===== config.mk =====
export PLATFORM = sky130hd
export DESIGN_NAME = counter_dispatcher
export DESIGN_NICKNAME = d
export VERILOG_FILES = /design/src/rtl/bank_pkg.sv /design/src/rtl/rr_arbiter.sv /design/src/rtl/counter_dispatcher.sv
export SDC_FILE = /design/constraint.sdc
export NUM_CORES = 1
export LEC_CHECK = 0
export CAP_MARGIN = 10
export CELL_PAD_IN_SITES_DETAIL_PLACEMENT = 0
export CELL_PAD_IN_SITES_GLOBAL_PLACEMENT = 1
export CORE_MARGIN = 1
export CORE_UTILIZATION = 51
export DETAILED_ROUTE_END_ITERATION = 16
export PLACE_DENSITY = 0.93
export SYNTH_ARGS = -nofsm -noshare
export SYNTH_HDL_FRONTEND = slang
export SYNTH_HIERARCHICAL = 1
export SYNTH_SLANG_ARGS = --single-unit

===== constraint.sdc =====
create_clock -name clk -period 5.7 [get_ports clk]
set_input_delay 1.14 -clock clk [delete_from_list [all_inputs] [get_ports clk]]
set_output_delay 1.14 -clock clk [all_outputs]
set_load 0.05 [all_outputs]

===== src/rtl/bank_pkg.sv =====
// Shared defaults and customer record for the counter bank and its dispatcher.
package bank_pkg;

    localparam int unsigned NCTR_DEF  = 4;
    localparam int unsigned DN_SZ_DEF = 4;
    localparam int unsigned DT_SZ_DEF = 4;
    localparam int unsigned DEPTH_DEF = 8;

    typedef struct packed {
        logic [DN_SZ_DEF-1:0] dn;
        logic [DT_SZ_DEF-1:0] dt;
    } cust_t;

endpackage


===== src/rtl/rr_arbiter.sv =====
// Combinational round-robin arbiter: first requester at or after ptr, wrapping.
module rr_arbiter
    import bank_pkg::*;
#(
    parameter  int unsigned NCTR = NCTR_DEF,
    localparam int unsigned PW   = (NCTR > 1) ? $clog2(NCTR) : 1
) (
    input  logic [NCTR-1:0] req,
    input  logic [PW-1:0]   ptr,
    output logic [NCTR-1:0] grant,
    output logic            valid
);

    logic [PW-1:0] idx;

    always_comb begin
        grant = '0;
        valid = 1'b0;
        idx   = '0;
        for (int unsigned k = 0; k < NCTR; k++) begin
            idx = PW'((32'(ptr) + k) % NCTR);
            if (!valid && req[idx]) begin
                grant[idx] = 1'b1;
                valid      = 1'b1;
            end
        end
    end

endmodule


===== src/rtl/counter_dispatcher.sv =====
// Queues customers in a FIFO and issues the head to an idle counter, round-robin,
// with a registered one-cycle load pulse.
module counter_dispatcher
    import bank_pkg::*;
#(
    parameter  int unsigned NCTR  = NCTR_DEF,
    parameter  int unsigned DN_SZ = DN_SZ_DEF,
    parameter  int unsigned DT_SZ = DT_SZ_DEF,
    parameter  int unsigned DEPTH = DEPTH_DEF,
    localparam int unsigned AW    = $clog2(DEPTH),
    localparam int unsigned PW    = (NCTR > 1) ? $clog2(NCTR) : 1
) (
    input  logic             clk,
    input  logic             rst_n,
    input  logic             enq,
    input  logic [DN_SZ-1:0] enq_dn,
    input  logic [DT_SZ-1:0] enq_dt,
    output logic             enq_rdy,
    input  logic [NCTR-1:0]  ctr_busy,
    output logic [NCTR-1:0]  ctr_ld,
    output logic [DN_SZ-1:0] ctr_dn,
    output logic [DT_SZ-1:0] ctr_dt,
    output logic [AW:0]      q_cnt,
    output logic             full,
    output logic             empty,
    output logic [7:0]       served_cnt
);

    typedef struct packed {
        logic [DN_SZ-1:0] dn;
        logic [DT_SZ-1:0] dt;
    } entry_t;

    entry_t          mem [DEPTH];
    logic [AW-1:0]   wr_ptr;
    logic [AW-1:0]   rd_ptr;
    logic [PW-1:0]   rr_ptr;

    logic [NCTR-1:0] eligible;
    logic [NCTR-1:0] grant;
    logic            grant_vld;
    logic [PW-1:0]   grant_idx;
    logic [PW-1:0]   next_ptr;
    logic            do_push;
    logic            do_pop;

    assign full    = (q_cnt == (AW+1)'(DEPTH));
    assign empty   = (q_cnt == '0);
    assign enq_rdy = rst_n && !full;

    // A counter pulsed last cycle is not yet showing busy; exclude it explicitly.
    assign eligible = ~ctr_busy & ~ctr_ld;

    rr_arbiter #(.NCTR(NCTR)) u_arb (
        .req   (eligible),
        .ptr   (rr_ptr),
        .grant (grant),
        .valid (grant_vld)
    );

    assign do_push = enq && enq_rdy;
    assign do_pop  = !empty && grant_vld;

    always_comb begin
        grant_idx = '0;
        for (int unsigned k = 0; k < NCTR; k++) begin
            if (grant[k]) begin
                grant_idx = PW'(k);
            end
        end
        next_ptr = (grant_idx == PW'(NCTR - 1)) ? '0 : grant_idx + 1'b1;
    end

    always_ff @(posedge clk) begin
        if (rst_n && do_push) begin
            mem[wr_ptr] <= '{dn: enq_dn, dt: enq_dt};
        end
    end

    always_ff @(posedge clk) begin
        if (!rst_n) begin
            wr_ptr     <= '0;
            rd_ptr     <= '0;
            rr_ptr     <= '0;
            q_cnt      <= '0;
            ctr_ld     <= '0;
            ctr_dn     <= '0;
            ctr_dt     <= '0;
            served_cnt <= '0;
        end else begin
            if (do_push) begin
                wr_ptr <= wr_ptr + 1'b1;
            end
            if (do_pop) begin
                ctr_ld     <= grant;
                ctr_dn     <= mem[rd_ptr].dn;
                ctr_dt     <= mem[rd_ptr].dt;
                rd_ptr     <= rd_ptr + 1'b1;
                rr_ptr     <= next_ptr;
                served_cnt <= served_cnt + 8'd1;
            end else begin
                ctr_ld <= '0;
                ctr_dn <= '0;
                ctr_dt <= '0;
            end
            case ({do_push, do_pop})
                2'b10:   q_cnt <= q_cnt + 1'b1;
                2'b01:   q_cnt <= q_cnt - 1'b1;
                default: q_cnt <= q_cnt;
            endcase
        end
    end

endmodule

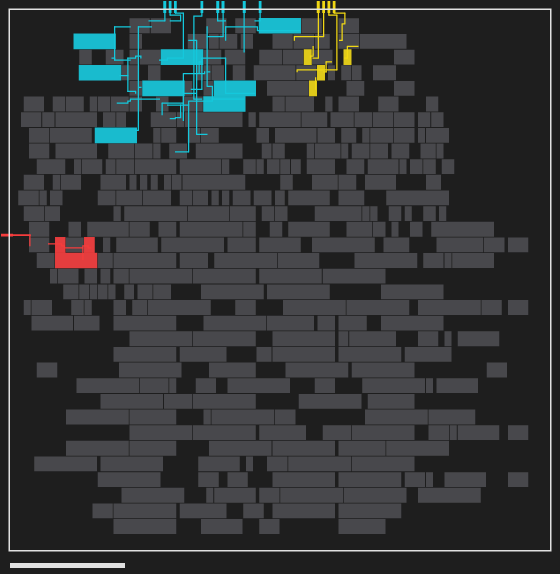
Fig. 1. Nets reached from selected ports.
Scale bar: 20 um.
[`ctr_busy`] yellow | bits: 4 | direction: input | edge: north | end cells: 4 | wire: 57.2 um
[`served_cnt`] cyan | bits: 8 | direction: output | edge: north | end cells: 8 | wire: 238 um
[`enq`] red | bits: 1 | direction: input | edge: west | end cells: 3 | wire: 15.6 um
buffers added on ports: 41
number of top-level pins: 42

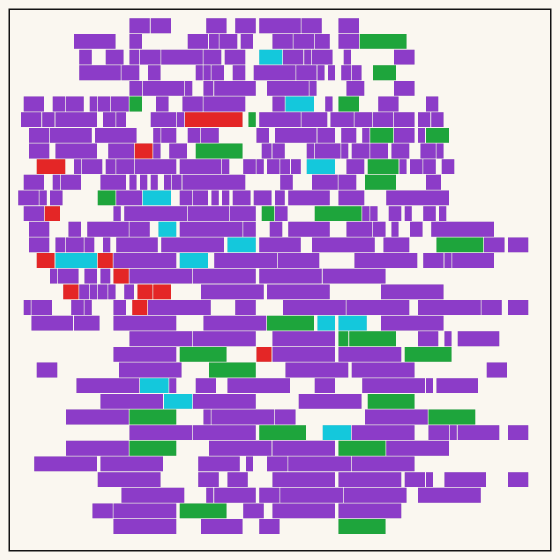
Fig. 2. Cell sizes after repair.
[drive 6 and up] cyan | cells: 13 | share: 3.7%
[drive 1 or less] purple | cells: 302 | share: 85%
[drive 2] green | cells: 28 | share: 7.9%
[drive 3 to 4] red | cells: 12 | share: 3.4%

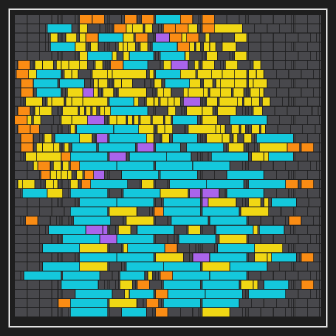
Fig. 3. Cells colored by class.
Fill, decap, tap and diode cells in gray.
[clock drivers and dummy loads] purple | cells: 16
[flip-flops] cyan | cells: 96
[other buffers and delay cells] orange | cells: 48
[all other logic] yellow | cells: 195

==> Flow_metrics.wiki <==
== Run summary ==
{| class="wikitable"
! Metric !! Value
|-
| Number of hold violations in the final report || 0
|-
| Startpoint of the worst register-to-register path || rr_ptr[0]$_SDFFE_PN0P_
|-
| Main combinational cell family by area after synthesis || multiplexers
|-
| Complex-gate fraction of the synthesized area || 5.174%
|-
| Met2 wire length || 3879 um
|-
| Pins Over Slew Limit || 0
|-
| Cell family contributing the most delay on the critical path || simple AND/OR/NAND/NOR gates
|-
| Critical Path Max Stage Delay || 620 ps
|-
| Post-route antenna net violation count || 0
|-
| Clock-pin transition on the worst setup and hold timing paths || 90 ps
|-
| Most frequently placed logic cells in the final layout || sky130_fd_sc_hd__edfxtp_1, sky130_fd_sc_hd__clkdlybuf4s50_1, sky130_fd_sc_hd__dfxtp_1, sky130_fd_sc_hd__nor2_1
|-
| Fraction of area in registers || 51.41%
|-
| Number of placement rows || 33
|-
| Floorplan die area || 0.008811 sq mm
|-
| Weighted congestion reported at the end of routability-driven placement || 0.8484
|-
| Total stage count of the critical path || 11
|-
| Sequential element share of the synthesized area || 59.53%
|-
| Die boundary width || 93.87 um
|-
| Setup fix buffers added after clock tree synthesis || 0
|-
| Largest vdd supply drop || 0.3655 mV
|-
| Comb group || 0.000871 W
|-
| Synth Warn # || 6
|-
| Critical Path Start || ctr_busy[2]
|-
| P_int || 0.001353 W
|-
| XOR/XNOR Area Share || 2.442%
|-
| Largest net degree at the start of global routing || 27
|-
| Commonest cells in the synthesized netlist || sky130_fd_sc_hd__edfxtp_1, sky130_fd_sc_hd__dfxtp_1, sky130_fd_sc_hd__nor2_1
|-
| Synth Instances || 306
|-
| Final setup skew || 11.93 ps
|-
| Area of combinational cells with multiple inputs || 0.001615 sq mm
|-
| FP Core Util || 52.65%
|-
| Clock Tree Buf Depth || 2
|-
| Number of inverters outside the clock class in the layout || 9
|-
| Num CTS Buffers || 9
|-
| Seq. pwr || 0.000920 W
|-
| Clk_lat worst skew || 350 ps
|-
| Gates resized, CTS repair || 0
|-
| Synthesized area per cell || 14.07 sq um
|-
| TritonCTS Sinks || 96
|-
| Most common library cell in the layout ignoring fill and taps || sky130_fd_sc_hd__edfxtp_1
|-
| Non-Clock Buffer Area Fraction || 9.287%
|-
| Cell with the most instances after synthesis || sky130_fd_sc_hd__edfxtp_1
|-
| Clock power share || 18.4%
|-
| Multiplexer area fraction after synthesis || 13.87%
|-
| Total number of multi-input combinational cells || 186
|-
| Number of flip-flops and latches in the synthesized netlist || 96
|-
| DRC viols || 0
|-
| Number of nets in the finished design || 378
|-
| Diodes inserted || 0
|-
| Power per unit of standard cell area || 440.2 mW/mm^2
|-
| Cell type with the largest total area || sky130_fd_sc_hd__edfxtp_1
|-
| Max capacitance violation total || 0
|-
| Logic gate share of total power || 39.7%
|-
| Met2 global-route usage || 31.08%
|-
| Count of library flops with an enable pin || 64
|-
| Clock Tree Root || sky130_fd_sc_hd__clkbuf_8
|-
| First-pass GRT wire length || 12520 um
|-
| Cells along the critical path || clkdlybuf4s50_1, nor2_1, or4_1, o41ai_4, inv_2, ha_1, ha_1, a21o_2, a21oi_1, mux2i_1, mux2i_1
|-
| Clock network area share || 3.589%
|-
| Die Y-Extent || 93.87 um
|-
| Met3 wire length || 341 um
|-
| Synth async-reset ratio || 0%
|-
| Hold path startpoint || served_cnt[1]$_SDFFE_PN0P_
|-
| Register-to-register setup slack || 2660 ps
|-
| Post-DP HPWL || 5334 um
|-
| Sw Share || 38.34%
|-
| Area used by sequential logic in the layout || 0.002562 sq mm
|-
| Number of signal-net buffers in the layout || 48
|-
| Main area contributors || sky130_fd_sc_hd__edfxtp_1, sky130_fd_sc_hd__dfxtp_1, sky130_fd_sc_hd__mux4_2
|-
| Setup violation total in the final timing report || 0
|-
| Critical Path Start Type || primary input
|-
| Portion of total power attributed to sequential cells || 42.0%
|-
| Chip area estimate from yosys synthesis || 0.004304 sq mm
|-
| Kind of end point of the critical path || register
|-
| Number of global-route vias before repair || 2524
|-
| Largest fanout on the critical path || 12
|-
| Worst-path cell with the longest stage delay || sky130_fd_sc_hd__or4_1
|-
| Adder share || 3.953%
|-
| Yosys stat cell total || 306
|-
| Distinct lib cells used || 46
|-
| Number of clock buffer instances in the layout || 9
|-
| Status || complete, no violations
|-
| Simple logic cell fraction of the synthesized area || 12.09%
|-
| Leading power group || registers
|-
| Initial DRC count || 122
|-
| Met1 GRT Util || 25.22%
|-
| Multi-input gate share of total cell area || 32.40%
|-
| Max Freq || 258.9 MHz
|-
| Count of tool warnings || 31
|-
| Number of placed instances, taps included || 444
|-
| Layout cells sized above 1 || 14.93%
|-
| Static leakage || 1.720 nW
|-
| Switching power total || 0.0008411 W
|-
| Kind of path behind the tightest hold check || register to register
|-
| Capturing element of the worst setup path || q_cnt[3]$_SDFFE_PN0P_
|-
| Aggregate negative setup slack || 0 ps
|-
| Hold bufs inserted after CTS || 0
|-
| Clock period minus final worst setup slack || 3862 ps
|-
| Clk power || 0.000403 W
|-
| Worst r2r dst || rr_ptr[0]$_SDFFE_PN0P_
|-
| Worst rel slew slack || 35.64%
|-
| GR Layer Usage met3 || 3.479%
|-
| Cell depth of the worst min-delay path || 2
|-
| Via density per instance || 5.593
|-
| Worst endpoint data arrival time || 4150 ps
|-
| Largest type area fraction || 44.65%
|-
| Final core area utilization || 60.97%
|-
| Endpoint of the worst hold path || served_cnt[1]$_SDFFE_PN0P_
|-
| Netlist area before placement || 0.004304 sq mm
|-
| First-pass detailed-route iteration total || 4
|-
| Required time at the worst-slack endpoint || 5990 ps
|-
| Top layer reached by signal wires || met4
|-
| Number of buffers and inverters on the critical path || 2
|-
| Antenna violations before repair || 0
|}
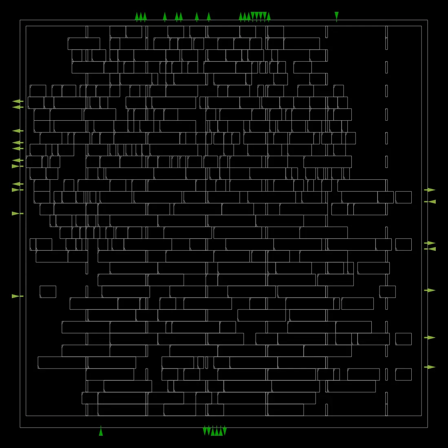
Fig. 4. Cell placement.
tap cell instance count: 105
placeable core area: 0.008175 sq mm
Post-Layout Cell Count: 460
FILL cells: 632

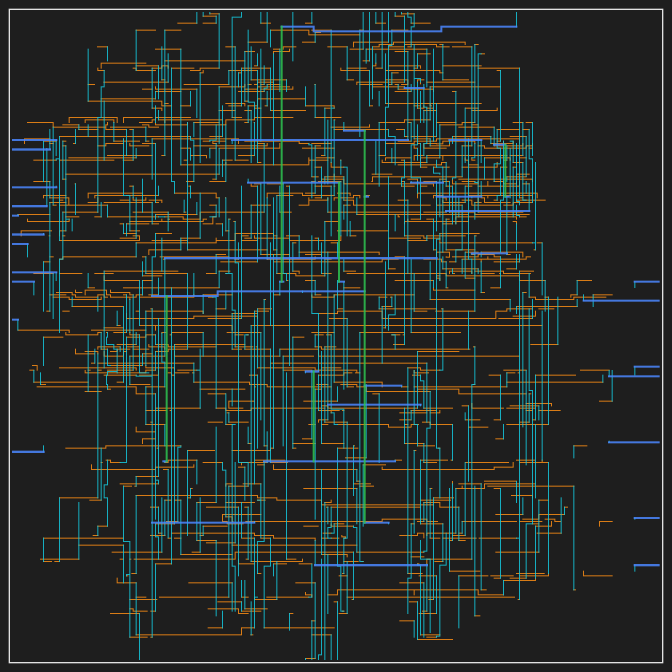
Fig. 5. Signal wires by layer.
[met2] cyan | wire length: 3880 um
[met4] green | wire length: 152 um
[met1] orange | wire length: 3430 um
[met3] blue | wire length: 342 um
average detailed-routed wire length per instance: 16.97 um
global-route total usage across every layer: 19.19%
sum of routed wire length over all layers: 7805 um
Vias: 2573

[through the flow]
stage          hold slack [ps]  total power (W)  worst slack [ps]  area [sq um]
6_report                 540.2         0.002194              1838          4985
5_1_grt                  597.3         0.002317              1673          4985
4_1_cts                  548.2         0.002205              1842          4985
2_1_floorplan            495.3         0.001602              2194          4304
3_3_place_gp             522.4         0.001787              1584          4806
3_5_place_dp             535.0         0.001808              1489          4806
[state kept, by name, indices dropped and copies added, names as in the netlist]
register and cells:
ctr_dn 4, ctr_dt 4, ctr_ld 4, mem 64, q_cnt 4, rd_ptr 3, rr_ptr 2, served_cnt 8
wr_ptr 3
Power is estimated from default activity; no workload was simulated.
